===== src/rtl/fib_pkg.sv =====
// Shared types and default sizing for the Fibonacci request front-end.
package fib_pkg;

    typedef enum logic [1:0] {
        StIdle  = 2'd0,
        StIssue = 2'd1,
        StWait  = 2'd2,
        StResp  = 2'd3
    } state_t;

    localparam int unsigned FIB_NW    = 8;
    localparam int unsigned FIB_RW    = 16;
    localparam int unsigned FIB_MAX_N = 24;

endpackage


===== src/rtl/fib_dispatch_if.sv =====
// Request, core and response handshakes of fib_dispatch; the dispatcher uses the slave modport.
interface fib_dispatch_if
    import fib_pkg::*;
#(
    parameter int unsigned NW = FIB_NW,
    parameter int unsigned RW = FIB_RW
);

    logic          req_valid;
    logic          req_ready;
    logic [NW-1:0] req_n;

    logic          core_start;
    logic [NW-1:0] core_n;
    logic          core_done;
    logic [RW-1:0] core_result;

    logic          rsp_valid;
    logic          rsp_ready;
    logic [NW-1:0] rsp_n;
    logic [RW-1:0] rsp_result;
    logic          rsp_err;

    // Environment side: producer, Fibonacci core and consumer.
    modport master (
        output req_valid, req_n, core_done, core_result, rsp_ready,
        input  req_ready, core_start, core_n, rsp_valid, rsp_n, rsp_result, rsp_err
    );

    modport slave (
        input  req_valid, req_n, core_done, core_result, rsp_ready,
        output req_ready, core_start, core_n, rsp_valid, rsp_n, rsp_result, rsp_err
    );

endinterface


===== src/rtl/fib_req_fifo.sv =====
// Synchronous request FIFO; pointers carry one extra wrap bit so full/empty come from an MSB compare.
module fib_req_fifo #(
    parameter int unsigned DEPTH = 4,
    parameter int unsigned NW    = 8
) (
    input  logic          clk,
    input  logic          rst,
    input  logic          i_push,
    input  logic [NW-1:0] i_data,
    input  logic          i_pop,
    output logic          o_full,
    output logic          o_empty,
    output logic [NW-1:0] o_head
);

    localparam int unsigned AW = $clog2(DEPTH);

    if (DEPTH < 2 || (DEPTH & (DEPTH - 1)) != 0) begin : g_bad_depth
        $error("fib_req_fifo: DEPTH must be a power of two and at least 2");
    end

    logic [AW:0]   r_wr_ptr;
    logic [AW:0]   r_rd_ptr;
    logic [NW-1:0] r_mem [DEPTH];
    logic          w_do_push;
    logic          w_do_pop;

    assign o_empty   = (r_wr_ptr == r_rd_ptr);
    assign o_full    = (r_wr_ptr[AW] != r_rd_ptr[AW]) && (r_wr_ptr[AW-1:0] == r_rd_ptr[AW-1:0]);
    assign o_head    = r_mem[r_rd_ptr[AW-1:0]];
    assign w_do_push = i_push && !o_full;
    assign w_do_pop  = i_pop && !o_empty;

    always_ff @(posedge clk) begin
        if (rst) begin
            r_wr_ptr <= '0;
            r_rd_ptr <= '0;
        end else begin
            if (w_do_push) r_wr_ptr <= r_wr_ptr + {{AW{1'b0}}, 1'b1};
            if (w_do_pop)  r_rd_ptr <= r_rd_ptr + {{AW{1'b0}}, 1'b1};
        end
    end

    always_ff @(posedge clk) begin
        if (w_do_push) r_mem[r_wr_ptr[AW-1:0]] <= i_data;
    end

endmodule


===== src/rtl/fib_dispatch.sv =====
// Front-end for the Fibonacci core: queues requests, runs them one at a time, returns responses.
// Optional range rejection of n > MAX_N is enabled by defining FIB_DISPATCH_RANGE_CHECK_EN.
module fib_dispatch
    import fib_pkg::*;
#(
    parameter int unsigned DEPTH = 4,
    parameter int unsigned NW    = FIB_NW,
    parameter int unsigned RW    = FIB_RW,
    parameter int unsigned MAX_N = FIB_MAX_N
) (
    input  logic           clk,
    input  logic           rst,
    fib_dispatch_if.slave  io_bus
);

    if (MAX_N >= 2 ** NW) begin : g_bad_max_n
        $error("fib_dispatch: MAX_N does not fit in NW bits");
    end

    state_t        r_state;
    logic          r_core_start;
    logic [NW-1:0] r_core_n;
    logic          r_rsp_valid;
    logic [NW-1:0] r_rsp_n;
    logic [RW-1:0] r_rsp_result;

    logic          w_full;
    logic          w_empty;
    logic [NW-1:0] w_head;
    logic          w_push;
    logic          w_pop;

    // No bypass: a full FIFO refuses pushes even if the head pops this cycle.
    assign w_push = io_bus.req_valid && !w_full;
    assign w_pop  = (r_state == StResp) && io_bus.rsp_ready;

    fib_req_fifo #(
        .DEPTH (DEPTH),
        .NW    (NW)
    ) u_fifo (
        .clk     (clk),
        .rst     (rst),
        .i_push  (w_push),
        .i_data  (io_bus.req_n),
        .i_pop   (w_pop),
        .o_full  (w_full),
        .o_empty (w_empty),
        .o_head  (w_head)
    );

`ifdef FIB_DISPATCH_RANGE_CHECK_EN
    localparam logic [NW-1:0] MaxN = NW'(MAX_N);
    logic r_rsp_err;
`endif

    always_ff @(posedge clk) begin
        if (rst) begin
            r_state      <= StIdle;
            r_core_start <= 1'b0;
            r_core_n     <= '0;
            r_rsp_valid  <= 1'b0;
            r_rsp_n      <= '0;
            r_rsp_result <= '0;
`ifdef FIB_DISPATCH_RANGE_CHECK_EN
            r_rsp_err    <= 1'b0;
`endif
        end else begin
            r_core_start <= 1'b0;
            case (r_state)
                StIdle: begin
                    if (!w_empty) begin
`ifdef FIB_DISPATCH_RANGE_CHECK_EN
                        if (w_head > MaxN) begin
                            r_state      <= StResp;
                            r_rsp_valid  <= 1'b1;
                            r_rsp_n      <= w_head;
                            r_rsp_result <= '0;
                            r_rsp_err    <= 1'b1;
                        end else
`endif
                        begin
                            r_state      <= StIssue;
                            r_core_start <= 1'b1;
                            r_core_n     <= w_head;
                        end
                    end
                end
                StIssue: r_state <= StWait;
                StWait: begin
                    if (io_bus.core_done) begin
                        r_state      <= StResp;
                        r_rsp_valid  <= 1'b1;
                        r_rsp_n      <= r_core_n;
                        r_rsp_result <= io_bus.core_result;
`ifdef FIB_DISPATCH_RANGE_CHECK_EN
                        r_rsp_err    <= 1'b0;
`endif
                    end
                end
                StResp: begin
                    if (io_bus.rsp_ready) begin
                        r_state     <= StIdle;
                        r_rsp_valid <= 1'b0;
                    end
                end
                default: r_state <= StIdle;
            endcase
        end
    end

    assign io_bus.req_ready  = !w_full;
    assign io_bus.core_start = r_core_start;
    assign io_bus.core_n     = r_core_n;
    assign io_bus.rsp_valid  = r_rsp_valid;
    assign io_bus.rsp_n      = r_rsp_n;
    assign io_bus.rsp_result = r_rsp_result;
`ifdef FIB_DISPATCH_RANGE_CHECK_EN
    assign io_bus.rsp_err    = r_rsp_err;
`else
    assign io_bus.rsp_err    = 1'b0;
`endif

endmodule


===== src/flat_wrapper.sv =====
// flat-port wrapper written by rule: the top's interface ports become plain ports
module fib_dispatch_flat import fib_pkg::*;
#(
    parameter int unsigned DEPTH = 4,
    parameter int unsigned NW    = FIB_NW,
    parameter int unsigned RW    = FIB_RW,
    parameter int unsigned MAX_N = FIB_MAX_N
)
  (clk, rst, io_bus_req_valid, io_bus_req_n, io_bus_core_done, io_bus_core_result, io_bus_rsp_ready, io_bus_req_ready, io_bus_core_start, io_bus_core_n, io_bus_rsp_valid, io_bus_rsp_n, io_bus_rsp_result, io_bus_rsp_err);
  fib_dispatch_if #(.NW(NW), .RW(RW)) io_bus_i ();
  input  logic clk;
  input  logic rst;
  input wire logic [$bits(io_bus_i.req_valid)-1:0] io_bus_req_valid;
  input wire logic [$bits(io_bus_i.req_n)-1:0] io_bus_req_n;
  input wire logic [$bits(io_bus_i.core_done)-1:0] io_bus_core_done;
  input wire logic [$bits(io_bus_i.core_result)-1:0] io_bus_core_result;
  input wire logic [$bits(io_bus_i.rsp_ready)-1:0] io_bus_rsp_ready;
  output wire logic [$bits(io_bus_i.req_ready)-1:0] io_bus_req_ready;
  output wire logic [$bits(io_bus_i.core_start)-1:0] io_bus_core_start;
  output wire logic [$bits(io_bus_i.core_n)-1:0] io_bus_core_n;
  output wire logic [$bits(io_bus_i.rsp_valid)-1:0] io_bus_rsp_valid;
  output wire logic [$bits(io_bus_i.rsp_n)-1:0] io_bus_rsp_n;
  output wire logic [$bits(io_bus_i.rsp_result)-1:0] io_bus_rsp_result;
  output wire logic [$bits(io_bus_i.rsp_err)-1:0] io_bus_rsp_err;
  assign io_bus_i.req_valid = io_bus_req_valid;
  assign io_bus_i.req_n = io_bus_req_n;
  assign io_bus_i.core_done = io_bus_core_done;
  assign io_bus_i.core_result = io_bus_core_result;
  assign io_bus_i.rsp_ready = io_bus_rsp_ready;
  assign io_bus_req_ready = io_bus_i.req_ready;
  assign io_bus_core_start = io_bus_i.core_start;
  assign io_bus_core_n = io_bus_i.core_n;
  assign io_bus_rsp_valid = io_bus_i.rsp_valid;
  assign io_bus_rsp_n = io_bus_i.rsp_n;
  assign io_bus_rsp_result = io_bus_i.rsp_result;
  assign io_bus_rsp_err = io_bus_i.rsp_err;
  fib_dispatch #(.DEPTH(DEPTH), .NW(NW), .RW(RW), .MAX_N(MAX_N)) u_core (.clk(clk), .rst(rst), .io_bus(io_bus_i));
endmodule

===== config.mk =====
export PLATFORM = sky130hd
export DESIGN_NAME = fib_dispatch_flat
export DESIGN_NICKNAME = d
export VERILOG_FILES = /design/src/rtl/fib_pkg.sv /design/src/rtl/fib_dispatch_if.sv /design/src/rtl/fib_req_fifo.sv /design/src/rtl/fib_dispatch.sv /design/src/flat_wrapper.sv
export SDC_FILE = /design/constraint.sdc
export NUM_CORES = 1
export LEC_CHECK = 0
export CAP_MARGIN = 10
export CORE_MARGIN = 3
export CORE_UTILIZATION = 54
export DETAILED_ROUTE_END_ITERATION = 10
export PLACE_DENSITY = 0.85
export SYNTH_ARGS = -nofsm -noshare
export SYNTH_HDL_FRONTEND = slang
export SYNTH_SLANG_ARGS = --single-unit

===== constraint.sdc =====
create_clock -name clk -period 2.7 [get_ports clk]
set_input_delay 0.54 -clock clk [delete_from_list [all_inputs] [get_ports clk]]
set_output_delay 0.54 -clock clk [all_outputs]
set_load 0.02 [all_outputs]

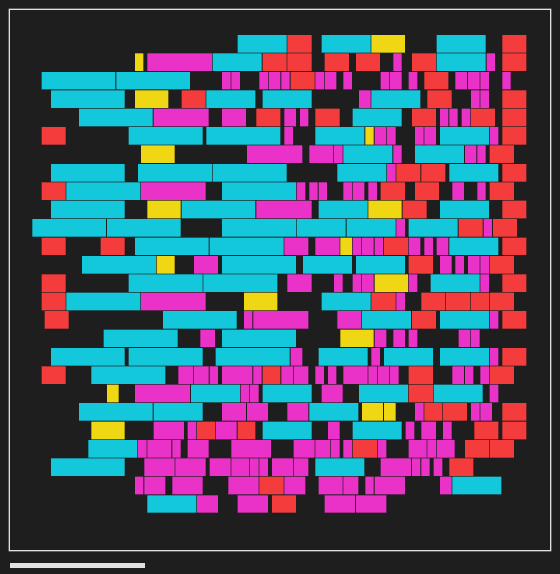
Run 1: cell classes on the final placement
Scale bar: 20 µm.
| class | colour | cells |
|---|---|---|
| sequential cells | cyan | 74 |
| combinational and other logic | magenta | 160 |
| remaining buffers and delay cells | red | 68 |
| clock drivers and dummy loads | yellow | 16 |
Final Cell Area: 3780 µm²
Layout Utilization: 73.1%
Core Box Area: 5170 µm²
row count: 26

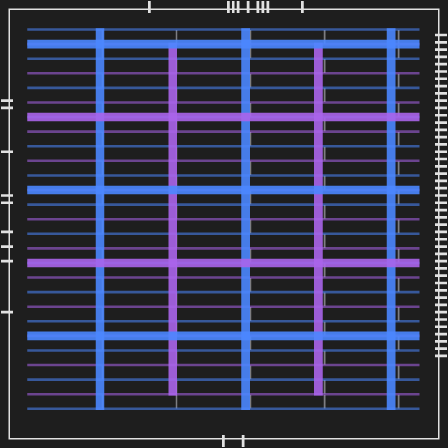
Run 1: supply network
Pins as bars on the die edge. Tap cells in grey.
| net | colour |
|---|---|
| VDD | purple |
| VSS | blue |
met4 straps: 5
rows: 26
met5 straps: 5
met1 rails: 27
Die Wd: 79.8 µm
die extent in y: 79.8 µm
Worst VDD drop: 0.420 mV

==> deck_impl_summary.md, run 1 <==
Key Metrics from the Run

Clocking
  – TritonCTS clock tree: yes
  – H-tree levels: 3
  – Resize count post-CTS: 0

Critical path
  – Largest stage delay, worst path: 0.59 ns
  – CP endpoint: io_bus_req_ready
  – Slowest CP cell: clkdlybuf4s50_1
  – CP startpoint kind: flop
  – Top Family by Delay on Critical Path: buffers and inverters
  – CP Depth: 4
  – R2R depth: 4
  – CP Class: flop to primary output

Global routing
  – Initial antenna violation count: 0
  – Largest net degree at the start of global routing: 44

Routing
  – Met2 wire len: 2.60 mm
  – 1st-iter DRT viols: 79
  – Post-DR wirelength/cell: 14.9 µm

Power and ir drop
  – Pwr top: registers
  – P_sw: 753 µW
  – Seq power: 1.31 mW
  – Flop pwr share: 50.6%
  – Logic power comb: 561 µW
  – Combinational share of power: 21.6%

Layout
  – Non-Filler Instances: 388
  – Number of flip-flops in the largest register: 32
  – N_diodes: 0
  – Layout area overhead: 28.5%
  – Storage cell area: 1800 µm²
  – Logic area: ~1000 µm²
  – Invs w/o clock: 8
  – Clock network area share: 4.30%

STA
  – Highest clock rate: 0.401 GHz
  – Final setup viols: 0
  – RSZ-0062 raised after global routing: no
  – Period utilisation layout: 92.3%
  – Final hold slack: between 0.4 and 0.5 ns
  – Fin. max-slew vios: 0
  – Hold Vio Cnt, Final: 0

Synthesis
  – Distinct cells, synth: 28
  – Main logic family: simple AND/OR/NAND/NOR gates
  – EDFF count, synth: 32
  – Yosys aoi share: 7.53%
  – Xor/xnor share: 2.68%
  – Fa+ha+maj area frac: 3.83%
  – Yosys cell count: 248
  – Synth top cells by count: nand2_1, dfxtp_1, edfxtp_1
  – Sequential area share after synthesis: 61.3%
  – Top-count cell post-synth: nand2_1
  – Synth Net Count: 286
  – Gate Count Post-Synth: 248
  – MUX area fraction: 10.3%

Job
  – MaxCap Viol Count: 0
  – Tool warnings: 32

Status
  – Run status: completed

Place
  – Dpl ws: 0.557 ns
  – Dpl cells: 372
  – Placed cell areas: 3620 µm²

Min path
  – Hold Crit Start: u_core.io_bus.rsp_result[13]
  – Hold path endpoint: u_core.io_bus.rsp_result[13]

Die
  – Fp_density: 56.9%
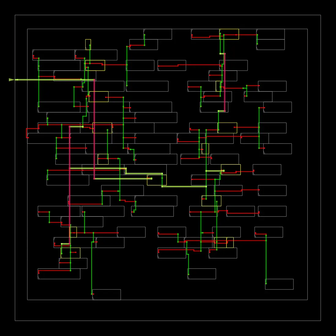
Run 1: the clock network
clk_lat worst skew: 0.33 ns
clkbuf count: 11
TritonCTS buffer count: 9
clock sink total: 74
Flops: 74

Run 1, clock distribution:
Scale bar: 20 µm.
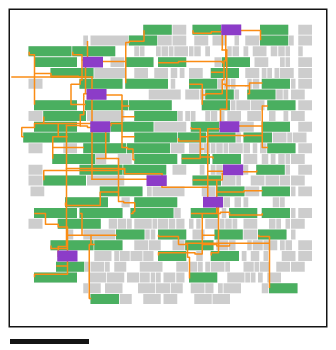

==> run 2, diff against run 1 <==
- CORE_UTILIZATION: 54 -> 35
- PLACE_DENSITY: 0.85 -> not set
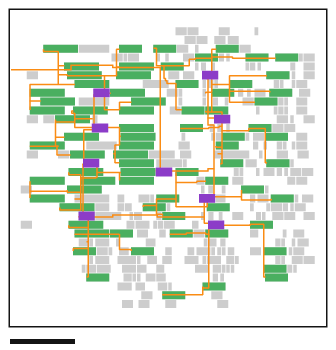
Run 2: clock distribution
Scale bar: 20 µm.
[flip-flops] green | count: 74
[clock wires] orange | length: 878 µm
[clock drivers] purple | count: 9
routed clock nets: 10
skew final: 0.0106 ns
clock power share: 30.8%

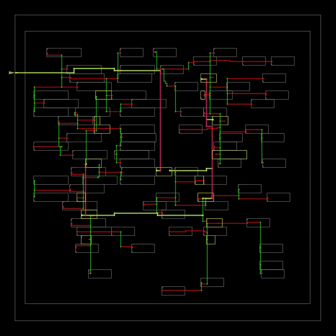
Run 2: the clock network
clkbuf count: 10
clock network power: 830 µW
clk_lat worst skew: 0.34 ns

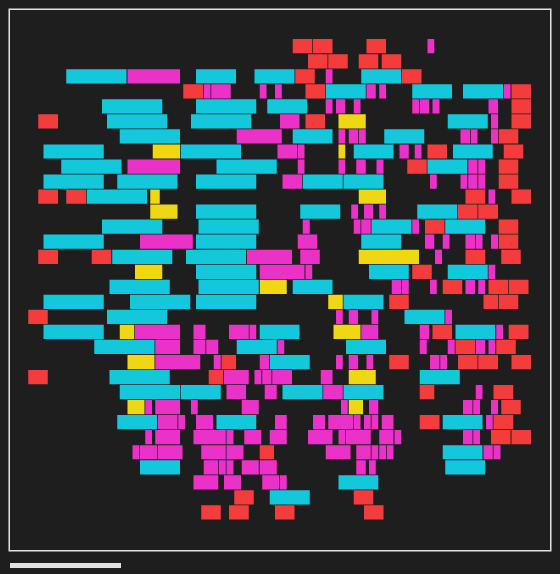
Run 2: cell classes on the final placement
Scale bar: 20 µm.
| class | colour | cells |
|---|---|---|
| sequential cells | cyan | 74 |
| combinational and other logic | magenta | 160 |
| remaining buffers and delay cells | red | 68 |
| clock drivers and dummy loads | yellow | 16 |

==> run 2 against run 1 <==
Compared with the run above: die size is 50% higher; critical path depth unchanged; non-clock buffer count did not move; sequential cell count did not move; clock skew is 0.0063 ns higher; synthesized cell count unchanged; clock power up 15%.
==> deck_impl_summary.md, run 2 <==
Key Metrics from the Run

Synthesis
  – Fa+ha+maj area frac: 3.83% (unchanged)
  – Sequential area share after synthesis: 61.3% (unchanged)
  – Xor/xnor share: 2.68% (unchanged)
  – Distinct cells, synth: 28 (unchanged)
  – Gate Count Post-Synth: 248 (unchanged)
  – EDFF count, synth: 32 (unchanged)
  – Main logic family: simple AND/OR/NAND/NOR gates (unchanged)
  – Yosys cell count: 248 (unchanged)
  – Top-count cell post-synth: nand2_1 (unchanged)
  – Asr flop ratio synth: 0% (unchanged)
  – Synth Net Count: 286 (unchanged)
  – Yosys aoi share: 7.53% (unchanged)
  – Synth top cells by count: nand2_1, dfxtp_1, edfxtp_1 (unchanged)

STA
  – Highest clock rate: 0.396 GHz (was 0.401 GHz)
  – Final hold slack: 0.455 ns (was 0.457 ns)
  – Fin worst setup slack: 0.173 ns (was 0.209 ns)
  – Period utilisation layout: 93.6% (was 92.3%)
  – Hold Vio Cnt, Final: 0 (unchanged)
  – Fin. max-slew vios: 0 (unchanged)
  – RSZ-0062 raised after global routing: no (unchanged)

Routing
  – Routed Antenna Nets: 0 (unchanged)
  – Met2 wire len: 2.73 mm (was 2.60 mm)
  – Post-DR wirelength/cell: 13.9 µm (was 14.9 µm)

Clocking
  – Clock sink total: 74 (unchanged)
  – H-tree levels: 3 (unchanged)
  – TritonCTS buffer count: 9 (unchanged)
  – TritonCTS clock tree: yes (unchanged)
  – Worst-path clk slew: 0.07 ns (was 0.08 ns)
  – Resize count post-CTS: 0 (unchanged)

Layout
  – Storage cell area: 1800 µm² (unchanged)
  – Clock network area share: 5.03% (was 4.30%)
  – Non-Filler Instances: 420 (was 388)
  – Flops: 74 (unchanged)
  – Invs w/o clock: 8 (unchanged)
  – Layout Utilization: 48.6% (was 73.1%)
  – Final Cell Area: 3850 µm² (was 3780 µm²)
  – Signal buf overhead: 17.3% (was 17.7%)
  – Number of flip-flops in the largest register: 32 (unchanged)
  – N_diodes: 0 (unchanged)
  – Layout area overhead: 31.0% (was 28.5%)
  – Logic area: 1030 µm² (unchanged)

Power and ir drop
  – Pwr top: registers (unchanged)
  – Flop pwr share: 48.6% (was 50.6%)
  – Seq power: 1.31 mW (about the same)
  – P_sw: 756 µW (was 753 µW)
  – Combinational share of power: 20.6% (was 21.6%)
  – Sw frac: 28.0% (was 29.0%)
  – Worst VDD drop: 0.243 mV (was 0.420 mV)
  – Logic power comb: 556 µW (was 561 µW)

Critical path
  – Top Family by Delay on Critical Path: buffers and inverters (unchanged)
  – Slowest CP cell: clkdlybuf4s50_1 (unchanged)
  – Largest stage delay, worst path: 0.60 ns (was 0.59 ns)
  – Register-to-register setup slack: 0.70 ns (was 0.76 ns)
  – CP Class: flop to primary output (unchanged)
  – CP startpoint kind: flop (unchanged)
  – R2R depth: 4 (unchanged)

Place
  – Placed cell areas: 3660 µm² (was 3620 µm²)
  – Dpl ws: 0.542 ns (was 0.557 ns)
  – Dpl cells: 404 (was 372)

Die
  – Core Box Area: 7930 µm² (was 5170 µm²)
  – Die extent in y: 97.7 µm (was 79.8 µm)
  – Row count: 32 (was 26)
  – Fp_density: 37.1% (was 56.9%)

Global routing
  – Met2 Use GR: 20.0% (was 31.6%)
  – Largest net degree at the start of global routing: 44 (unchanged)
  – GRT Total Usage: 12.5% (was 19.6%)

Job
  – Tool warnings: 32 (unchanged)
  – MaxCap Viol Count: 0 (unchanged)

Status
  – Run status: completed (unchanged)

Min path
  – Hold Crit Start: u_core.io_bus.rsp_result[15] (was u_core.io_bus.rsp_result[13])
==> run 3, diff against run 2 <==
- MAX_ROUTING_LAYER: not set -> met4
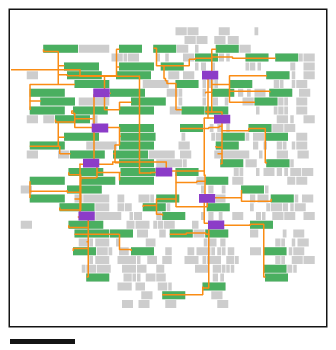
Run 3: clock distribution
Scale bar: 20 µm.
[clock wires] orange | length: 857 µm
[clock drivers] purple | count: 9
[flip-flops] green | count: 74
routed clock nets: 10

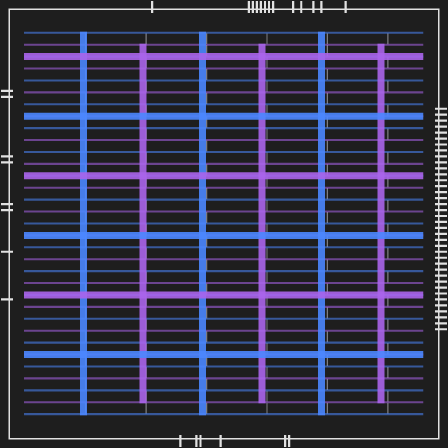
Run 3: supply network
Pins as bars on the die edge. Tap cells in grey.
| net | colour |
|---|---|
| VDD | purple |
| VSS | blue |
met1 rails: 33
rows: 32
signal pins: 65

==> run 3 against run 2 <==
Compared with the run above: register-to-register slack gained 0.02 ns; via count rose by 0.41%; clock skew grew 0.00095 ns; sequential power is essentially flat.
==> deck_impl_summary.md, run 3 <==
Key Metrics from the Run

Synthesis
  – Fa+ha+maj area frac: 3.83% (unchanged)
  – Distinct cells, synth: 28 (unchanged)
  – Gate Count Post-Synth: 248 (unchanged)
  – Xor/xnor share: 2.68% (unchanged)
  – EDFF count, synth: 32 (unchanged)
  – Main logic family: simple AND/OR/NAND/NOR gates (unchanged)
  – Asr flop ratio synth: 0% (unchanged)
  – Yosys aoi share: 7.53% (unchanged)
  – Sequential area share after synthesis: 61.3% (unchanged)
  – Yosys cell count: 248 (unchanged)
  – Top FF cell, synth: dfxtp_1 (unchanged)
  – Top-count cell post-synth: nand2_1 (unchanged)
  – Synth top cells by count: nand2_1, dfxtp_1, edfxtp_1 (unchanged)
  – Synth Net Count: 286 (unchanged)

Routing
  – Post-DR wirelength/cell: 13.9 µm (about the same)
  – 1st-iter DRT viols: 44 (was 50)
  – Routed Antenna Nets: 0 (unchanged)
  – First-pass detailed-route iteration total: 4 (unchanged)
  – Met2 wire len: 2.76 mm (was 2.73 mm)

Critical path
  – Top Family by Delay on Critical Path: buffers and inverters (unchanged)
  – CP startpoint kind: flop (unchanged)
  – CP Depth: 4 (unchanged)
  – R2R depth: 4 (unchanged)
  – CP Class: flop to primary output (unchanged)
  – Largest stage delay, worst path: 0.60 ns (about the same)
  – Register-to-register setup slack: 0.72 ns (was 0.70 ns)
  – Slowest CP cell: clkdlybuf4s50_1 (unchanged)

STA
  – Final setup viols: 0 (unchanged)
  – Final hold slack: 0.456 ns (was 0.455 ns)
  – Period utilisation layout: 92.8% (was 93.6%)
  – Skew final: 0.0115 ns (was 0.0106 ns)
  – RSZ-0062 raised after global routing: no (unchanged)
  – Fin worst setup slack: 0.194 ns (was 0.173 ns)
  – Highest clock rate: 0.399 GHz (was 0.396 GHz)
  – Hold Vio Cnt, Final: 0 (unchanged)

Clocking
  – Clock sink total: 74 (unchanged)
  – Number of setup buffers added after CTS: 0 (unchanged)
  – H-tree levels: 3 (unchanged)
  – Worst-path clk slew: 0.07 ns (about the same)
  – Clk_lat worst skew: 0.34 ns (about the same)
  – TritonCTS buffer count: 9 (unchanged)
  – Clock Root Buffer: clkbuf_8 (unchanged)

Layout
  – Final Cell Area: 3850 µm² (unchanged)
  – Clkbuf count: 10 (unchanged)
  – Signal buf overhead: 17.3% (unchanged)
  – Logic gate fraction of the total cell area: 26.8% (unchanged)
  – Logic area: 1030 µm² (unchanged)
  – Layout Utilization: 48.6% (unchanged)
  – Non-Filler Instances: 420 (unchanged)
  – Flops: 74 (unchanged)
  – Number of flip-flops in the largest register: 32 (unchanged)
  – Largest cell class by area: flip-flops and latches (unchanged)
  – N_diodes: 0 (unchanged)
  – Layout area overhead: 31.0% (unchanged)

Place
  – Dpl cells: 404 (unchanged)
  – Placed cell areas: 3660 µm² (unchanged)
  – Dpl ws: 0.542 ns (unchanged)

Global routing
  – Met2 Use GR: 20.0% (about the same)
  – Initial antenna violation count: 0 (unchanged)
  – GRT Total Usage: 12.9% (was 12.5%)
  – Largest net degree at the start of global routing: 44 (unchanged)

Die
  – Fp_density: 37.1% (unchanged)
  – Row count: 32 (unchanged)
  – Die Wd: 97.7 µm (unchanged)
  – Die extent in y: 97.7 µm (unchanged)

Status
  – Run status: completed (unchanged)

Min path
  – Hold path endpoint: u_core.io_bus.rsp_n[7] (was u_core.io_bus.rsp_result[15])
  – Hold Crit Start: u_core.io_bus.rsp_n[7] (was u_core.io_bus.rsp_result[15])

Power and ir drop
  – Combinational share of power: 20.6% (about the same)
  – Flop pwr share: 48.7% (was 48.6%)
  – Seq power: 1.31 mW (about the same)
  – Clock power share: 30.7% (was 30.8%)
  – Logic power comb: 557 µW (was 556 µW)
  – P_sw: 753 µW (was 756 µW)
  – Sw frac: 27.9% (was 28.0%)
  – Worst VDD drop: 0.239 mV (was 0.243 mV)

Job
  – MaxCap Viol Count: 0 (unchanged)
  – Tool warnings: 32 (unchanged)
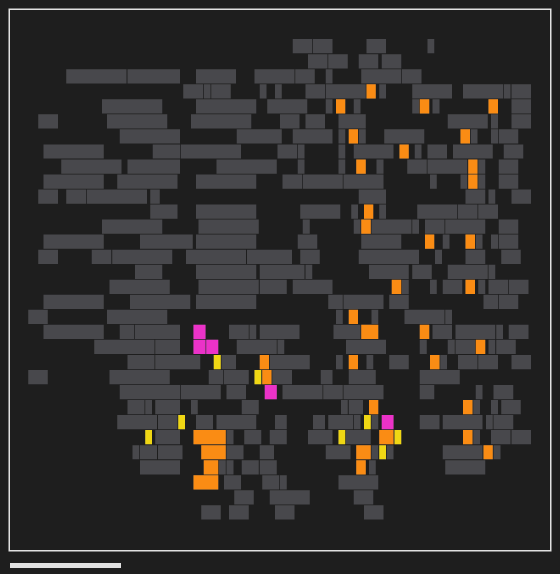
Run 3: gate-type map
Scale bar: 20 µm.
| family | colour | cells | most used |
|---|---|---|---|
| and/or cells | magenta | 5 | and2_1 |
| inv cells | yellow | 8 | inv_1 |
| aoi and oai cells | orange | 35 | a21oi_1 |

No activity file was given, so power comes from the tool's default toggle rates.
